$ cat config.mk
export PLATFORM = sky130hd
export DESIGN_NAME = sobol_point_sequencer
export DESIGN_NICKNAME = d
export VERILOG_FILES = /design/src/rtl/sobol_pkg.sv /design/src/rtl/sobol_point_packer.sv /design/src/rtl/sobol_point_sequencer.sv
export SDC_FILE = /design/constraint.sdc
export NUM_CORES = 2
export LEC_CHECK = 0
export CAP_MARGIN = 20
export CORE_AREA = 2 2 686 688
export DETAILED_ROUTE_END_ITERATION = 8
export DIE_AREA = 0 0 688 690
export PLACE_DENSITY_LB_ADDON = 0.05
export SYNTH_ARGS = -nofsm -noshare
export SYNTH_HDL_FRONTEND = slang
export SYNTH_SLANG_ARGS = --single-unit
$ cat constraint.sdc
create_clock -name clk -period 80.3 [get_ports clk]
set_input_delay 16.06 -clock clk [delete_from_list [all_inputs] [get_ports clk]]
set_output_delay 16.06 -clock clk [all_outputs]
set_load 0.02 [all_outputs]
$ cat src/rtl/sobol_pkg.sv
// Shared definitions for the Sobol point sequencer: default sizes, dim-index widths and run states.
package sobol_pkg;

   localparam int SOBOL_WIDTH  = 32;
   localparam int SOBOL_M      = 50;
   localparam int SOBOL_DIM_W  = $clog2(SOBOL_M);
   localparam int SOBOL_NDIM_W = $clog2(SOBOL_M + 1);

   typedef enum logic [1:0] {
      IDLE,
      RUN,
      DRAIN,
      DONE
   } seq_state_e;

endpackage

$ cat src/rtl/sobol_point_packer.sv
// Collects in-order sobol responses into one coordinate vector per point and offers it downstream.
module sobol_point_packer
   import sobol_pkg::*;
#(
   parameter int WIDTH = SOBOL_WIDTH,
   parameter int M     = SOBOL_M,
   parameter int CNT_W = 16
) (
   input  logic                      clk,
   input  logic                      rst,
   input  logic                      clear,
   input  logic                      active,
   input  logic [$clog2(M+1)-1:0]    num_dims,
   input  logic                      rsp_valid,
   output logic                      rsp_ready,
   input  logic [WIDTH-1:0]          rsp_data,
   output logic                      pt_valid,
   input  logic                      pt_ready,
   output logic [CNT_W-1:0]          pt_index,
   output logic [M*WIDTH-1:0]        pt_coords,
   output logic                      partial
);

   localparam int DIM_W  = $clog2(M);
   localparam int NDIM_W = $clog2(M + 1);

   logic [DIM_W-1:0]   col_dim_q, col_dim_d;
   logic [M*WIDTH-1:0] coords_q, coords_d;
   logic               pt_valid_q, pt_valid_d;
   logic [CNT_W-1:0]   pt_index_q, pt_index_d;
   logic               rsp_fire;
   logic               last_dim;

   // One coordinate register suffices: a response is only taken when the held point is gone
   // or is being accepted in the same cycle.
   assign rsp_ready = active & ~(pt_valid_q & ~pt_ready);
   assign rsp_fire  = rsp_valid & rsp_ready;
   assign last_dim  = (NDIM_W'(col_dim_q) == num_dims - NDIM_W'(1));

   always_comb begin
      // NOTE: every signal gets its default first so no path leaves it unassigned and a latch is never inferred.
      col_dim_d  = col_dim_q;
      coords_d   = coords_q;
      pt_valid_d = pt_valid_q & ~pt_ready;
      pt_index_d = pt_index_q;
      if (pt_valid_q & pt_ready) pt_index_d = pt_index_q + CNT_W'(1);
      if (rsp_fire) begin
         coords_d[int'(col_dim_q)*WIDTH +: WIDTH] = rsp_data;
         if (last_dim) begin
            col_dim_d  = '0;
            pt_valid_d = 1'b1;
         end else begin
            col_dim_d  = col_dim_q + DIM_W'(1);
         end
      end
      // Clearing at run start keeps slots above num_dims at zero for the whole run.
      if (clear) begin
         col_dim_d  = '0;
         coords_d   = '0;
         pt_valid_d = 1'b0;
         pt_index_d = '0;
      end
   end

   // NOTE: the coordinate vector is ordinary flops, not a RAM, so it takes the async reset like everything else.
   always_ff @(posedge clk or posedge rst) begin
      if (rst) begin
         col_dim_q  <= '0;
         coords_q   <= '0;
         pt_valid_q <= 1'b0;
         pt_index_q <= '0;
      end else begin
         col_dim_q  <= col_dim_d;
         coords_q   <= coords_d;
         pt_valid_q <= pt_valid_d;
         pt_index_q <= pt_index_d;
      end
   end

   assign pt_valid  = pt_valid_q;
   assign pt_index  = pt_index_q;
   assign pt_coords = coords_q;
   assign partial   = (col_dim_q != '0);

endmodule

$ cat src/rtl/sobol_point_sequencer.sv
// Issues point-major (idx, dim) requests to the sobol generator and packs responses into points.
// Optional feature macro: SOBOL_SEQ_SKIP_ZERO_EN (base_idx 0 starts issuing at idx 1).
module sobol_point_sequencer
   import sobol_pkg::*;
#(
   parameter int WIDTH           = SOBOL_WIDTH,
   parameter int M               = SOBOL_M,
   parameter int CNT_W           = 16,
   parameter int MAX_OUTSTANDING = 4
) (
   input  logic                      clk,
   input  logic                      rst,
   input  logic                      start,
   input  logic [WIDTH-1:0]          base_idx,
   input  logic [CNT_W-1:0]          num_points,
   input  logic [$clog2(M+1)-1:0]    num_dims,
   output logic                      busy,
   output logic                      done,
   output logic                      req_valid,
   input  logic                      req_ready,
   output logic [WIDTH-1:0]          req_idx,
   output logic [$clog2(M)-1:0]      req_dim,
   input  logic                      rsp_valid,
   output logic                      rsp_ready,
   input  logic [WIDTH-1:0]          rsp_data,
   output logic                      pt_valid,
   input  logic                      pt_ready,
   output logic [CNT_W-1:0]          pt_index,
   output logic [M*WIDTH-1:0]        pt_coords
);

   localparam int DIM_W  = $clog2(M);
   localparam int NDIM_W = $clog2(M + 1);
   localparam int OUT_W  = $clog2(MAX_OUTSTANDING + 1);

   seq_state_e        state_q, state_d;
   logic [WIDTH-1:0]  req_idx_q, req_idx_d;
   logic [DIM_W-1:0]  req_dim_q, req_dim_d;
   logic [NDIM_W-1:0] num_dims_q, num_dims_d;
   logic [CNT_W-1:0]  num_points_q, num_points_d;
   logic [CNT_W-1:0]  pt_cnt_q, pt_cnt_d;
   logic [OUT_W-1:0]  out_q, out_d;

   logic              clear, req_fire, rsp_fire, partial, cfg_ok, last_dim;
   logic [WIDTH-1:0]  first_idx;

`ifdef SOBOL_SEQ_SKIP_ZERO_EN
   assign first_idx = (base_idx == '0) ? WIDTH'(1) : base_idx;
`else
   assign first_idx = base_idx;
`endif

   assign cfg_ok    = (num_points != '0) && (num_dims != '0) && (num_dims <= NDIM_W'(M));
   assign busy      = (state_q == RUN) || (state_q == DRAIN);
   assign done      = (state_q == DONE);
   assign req_valid = (state_q == RUN) && (out_q < OUT_W'(MAX_OUTSTANDING));
   assign req_fire  = req_valid & req_ready;
   assign rsp_fire  = rsp_valid & rsp_ready;
   assign last_dim  = (NDIM_W'(req_dim_q) == num_dims_q - NDIM_W'(1));

   always_comb begin
      state_d      = state_q;
      req_idx_d    = req_idx_q;
      req_dim_d    = req_dim_q;
      num_dims_d   = num_dims_q;
      num_points_d = num_points_q;
      pt_cnt_d     = pt_cnt_q;
      clear        = 1'b0;
      case (state_q)
         IDLE: begin
            if (start) begin
               num_dims_d   = num_dims;
               num_points_d = num_points;
               req_idx_d    = first_idx;
               req_dim_d    = '0;
               pt_cnt_d     = '0;
               clear        = 1'b1;
               state_d      = cfg_ok ? RUN : DONE;
            end
         end
         RUN: begin
            if (req_fire) begin
               if (last_dim) begin
                  req_dim_d = '0;
                  req_idx_d = req_idx_q + WIDTH'(1);
                  pt_cnt_d  = pt_cnt_q + CNT_W'(1);
                  if (pt_cnt_q == num_points_q - CNT_W'(1)) state_d = DRAIN;
               end else begin
                  req_dim_d = req_dim_q + DIM_W'(1);
               end
            end
         end
         DRAIN: begin
            if ((out_q == '0) && !partial && !pt_valid) state_d = DONE;
         end
         DONE:    state_d = IDLE;
         default: state_d = IDLE;
      endcase

      out_d = out_q;
      case ({req_fire, rsp_fire})
         2'b10:   out_d = out_q + OUT_W'(1);
         2'b01:   out_d = out_q - OUT_W'(1);
         default: out_d = out_q;
      endcase
   end

   // NOTE: state registers use non-blocking assignment so every flop samples pre-edge values.
   always_ff @(posedge clk or posedge rst) begin
      if (rst) begin
         state_q      <= IDLE;
         req_idx_q    <= '0;
         req_dim_q    <= '0;
         num_dims_q   <= '0;
         num_points_q <= '0;
         pt_cnt_q     <= '0;
         out_q        <= '0;
      end else begin
         state_q      <= state_d;
         req_idx_q    <= req_idx_d;
         req_dim_q    <= req_dim_d;
         num_dims_q   <= num_dims_d;
         num_points_q <= num_points_d;
         pt_cnt_q     <= pt_cnt_d;
         out_q        <= out_d;
      end
   end

   assign req_idx = req_idx_q;
   assign req_dim = req_dim_q;

   sobol_point_packer #(
      .WIDTH (WIDTH),
      .M     (M),
      .CNT_W (CNT_W)
   ) u_packer (
      .clk       (clk),
      .rst       (rst),
      .clear     (clear),
      .active    (busy),
      .num_dims  (num_dims_q),
      .rsp_valid (rsp_valid),
      .rsp_ready (rsp_ready),
      .rsp_data  (rsp_data),
      .pt_valid  (pt_valid),
      .pt_ready  (pt_ready),
      .pt_index  (pt_index),
      .pt_coords (pt_coords),
      .partial   (partial)
   );

endmodule

Wiring heat map:
34 x 34 tiles, from white (low) to dark blue (high), scaled to the fullest tile. Values are wire area over tile area, all layers added.
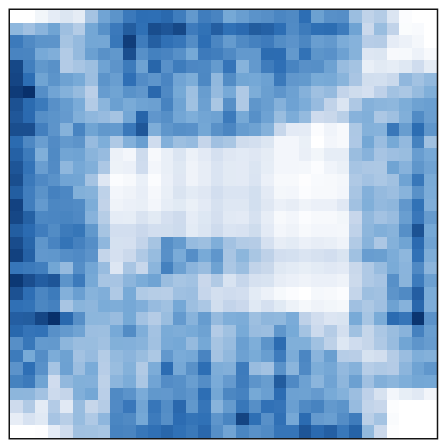
tiles over half the peak: 43%
emptiest ninth of the die: center
mean over tiles: 0.16
routed length per placed instance: 36.5 µm
number of vias in the routed layout: 53600
total global-route track usage: 0.195
Routed WL: 479000 µm

Clock nets:
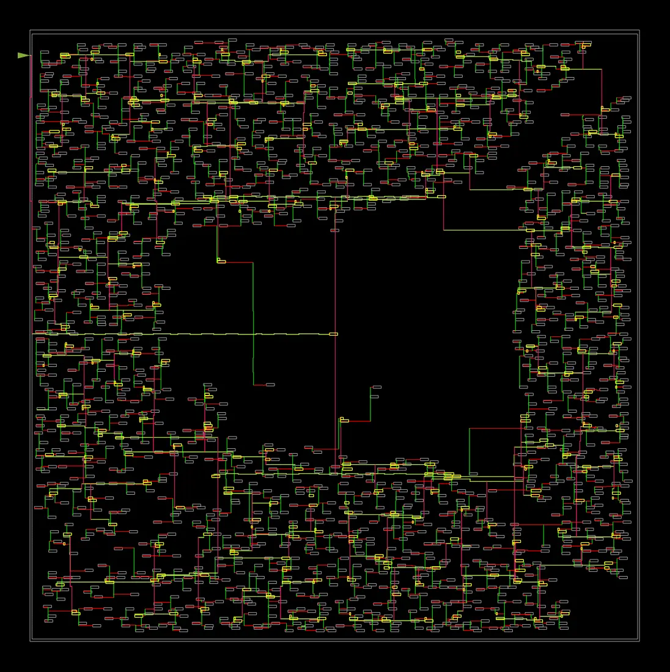
clkbuf count: 356
clk pwr: 0.00107 W

Pin map:
Bar = 200 µm. Pins as bars across the die edge, other pins in gray.
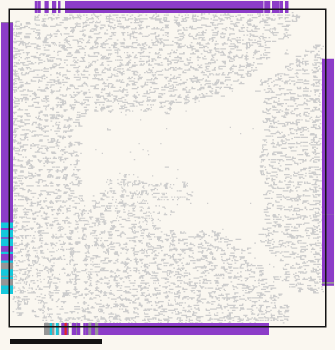
| color | port | pins | direction | edge |
|---|---|---|---|---|
| cyan | `base_idx` | 32 | input | 29 west, 3 south |
| purple | `pt_coords` | 1600 | output | 481 north, 410 south, 358 west, 351 east |
| red | `start` | 1 | input | south |
all pins by edge: 486 north, 469 south, 434 west, 362 east

Close-up of the layout:
Bar = 5 µm. Window x 334 to 354, y 473 to 493 µm. Cells in gray, sequential cells in the stronger gray; small squares are vias.
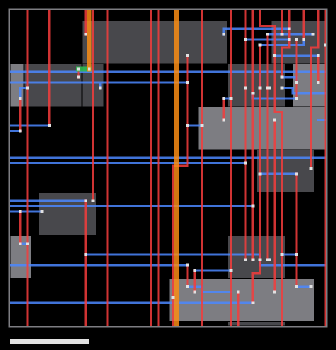
| color | layer |
|---|---|
| red | metal 2 |
| blue | metal 1 |
| green | metal 3 |
| orange | metal 4 |
most frequent: a32o_1 (3), clkdlybuf4s50_1 (3), dfrtp_1 (2)
sequential cells in the window: 2
netlist names of flops here include: `u_packer.pt_coords` (2)
cells with their middle in the window: 10

==> impl_metrics.env <==
# physical design summary
export IMPL_final_cell_mix="1718 x clkdlybuf4s50_1, 1703 x dfrtp_1, 1130 x a22o_1, 558 x nand2_1, 236 x a32o_1"
export IMPL_synth_top_flop_cell="dfrtp_1"
export IMPL_critPathMaxFanout=6
export IMPL_post_cts_resize_count=0
export IMPL_nonClkBufAreaFrac=0.195
export IMPL_clock_tree_htree_level_count=4
export IMPL_status="completed"
export IMPL_hold_end="u_packer.pt_coords[1084]"
export IMPL_async_flop_share=1.00
export IMPL_synth_top_cell_area_share=0.659
export IMPL_ys_seq_share=0.659
export IMPL_cp_top_family="buffers and inverters"
export IMPL_use_met1=0.229
export IMPL_top_cells_by_count="1704 x dfrtp_1, 1130 x a22o_1, 562 x nand2_1, 422 x clkbuf_1, 236 x a32o_1"
export IMPL_period_needed_ns=33.62
export IMPL_core_um2=467000
export IMPL_grt_pass1_vias=54600
export IMPL_vias_per_cell=4.09
export IMPL_cts_clk_slew_worst_paths_ns=0.06
export IMPL_slew_headroom=0.135
export IMPL_setup_viol=0
export IMPL_seq_area_um2=42600
export IMPL_numSynthFlops=1704
export IMPL_drt_iter0_drc=4258
export IMPL_ir_drop_uv=17.6
export IMPL_cp_cell_sequence="clkdlybuf4s50_1 > nand2b_1 > and2_1 > clkdlybuf4s50_1"
export IMPL_netlist_area_um2=64700
export IMPL_path_common_cell="clkdlybuf4s50_1"
export IMPL_nFillCells=50200
export IMPL_maxCapViolCount=0
export IMPL_crit_type="in -> out"
export IMPL_fp_nets=5189
export IMPL_holdCritStartpoint="u_packer.pt_coords[1084]"
export IMPL_cts_root_buf="clkbuf_16"
export IMPL_crit_required_ns=64.24
export IMPL_reg2reg_to="u_packer.pt_coords[567]"
export IMPL_final_hold_viol_count=0
export IMPL_cts_sinks=1704
export IMPL_overflow=0
export IMPL_tns_ns=0
export IMPL_hold_path_class="reg -> reg"
export IMPL_clkCellAreaFrac=0.0779
export IMPL_fp_dieW_um=688
export IMPL_reg2reg_from="u_packer.col_dim_q[1]"
export IMPL_syn_avg_cell_area_um2=12.7
export IMPL_grt_start_max_net_pins=129
export IMPL_route_met3_wl_um=37800
export IMPL_grtUsageMet3=0.0595
export IMPL_seq_share=0.436
export IMPL_place_gp_congestion=0.757
export IMPL_drive_above_1_share=0.106
## registers in the layout (all words and copies together) (netlist names)
name                cells
req_dim                 6
num_dims_q              6
u_packer.col_dim_q      6
state_q                 2
num_points_q           16
u_packer.pt_valid       1
u_packer.pt_index      16
out_q                   3
pt_cnt_q               16
req_idx                32
u_packer.pt_coords   1600
## cell families after synthesis
kind of cell	share of synthesized area
fa+ha+maj	0.00302
flops	0.659
mux	0.00219
compound gates	0.227
xor+xnor	0.0103
buf+inv	0.0371
simple gates	0.0612
## report_power, final
| group | internal (W) | total, W | switching (W) |
|---|---|---|---|
| clock | 0.000623 | 0.00107 | 0.000450 |
| sequential | 0.000888 | 0.000927 | 0.0000389 |
| combinational | 0.000130 | 0.000558 | 0.000427 |
| total | 0.00164 | 0.00256 | 0.000916 |
## metrics by stage
stage	util	area (µm²)	total power, W	std cells	setup slack, ns
after CTS	0.209	97800	0.00262	13100	46.67
final	0.210	97900	0.00256	13100	46.68
after global placement	0.193	90100	0.00152	12700	46.61
after global routing	0.210	97800	0.00267	13100	46.60
after detailed placement	0.193	90100	0.00152	12700	46.67
after floorplan	-	64700	0.00120	5082	16.14
## worst register-to-register path: cells and delay by family (launching register included)
family / cells / cell delay [ns]
and+or+nand+nor: 4 / 1.92
adders and majority gates: 1 / 0.64
DFF: 1 / 0.60
buffers and inverters: 3 / 1.23
AOI/OAI and AO/OA: 1 / 0.28
## worst max path at each step
stage	startpoint	slack, ns	endpoint
floorplan	rst	16.14	num_dims_q[0]
global placement	pt_ready	46.61	rsp_ready
detailed placement	pt_ready	46.67	rsp_ready
CTS	pt_ready	46.67	rsp_ready
global route	pt_ready	46.60	rsp_ready
finish	pt_ready	46.68	rsp_ready
Power and IR drop assume default switching activity.
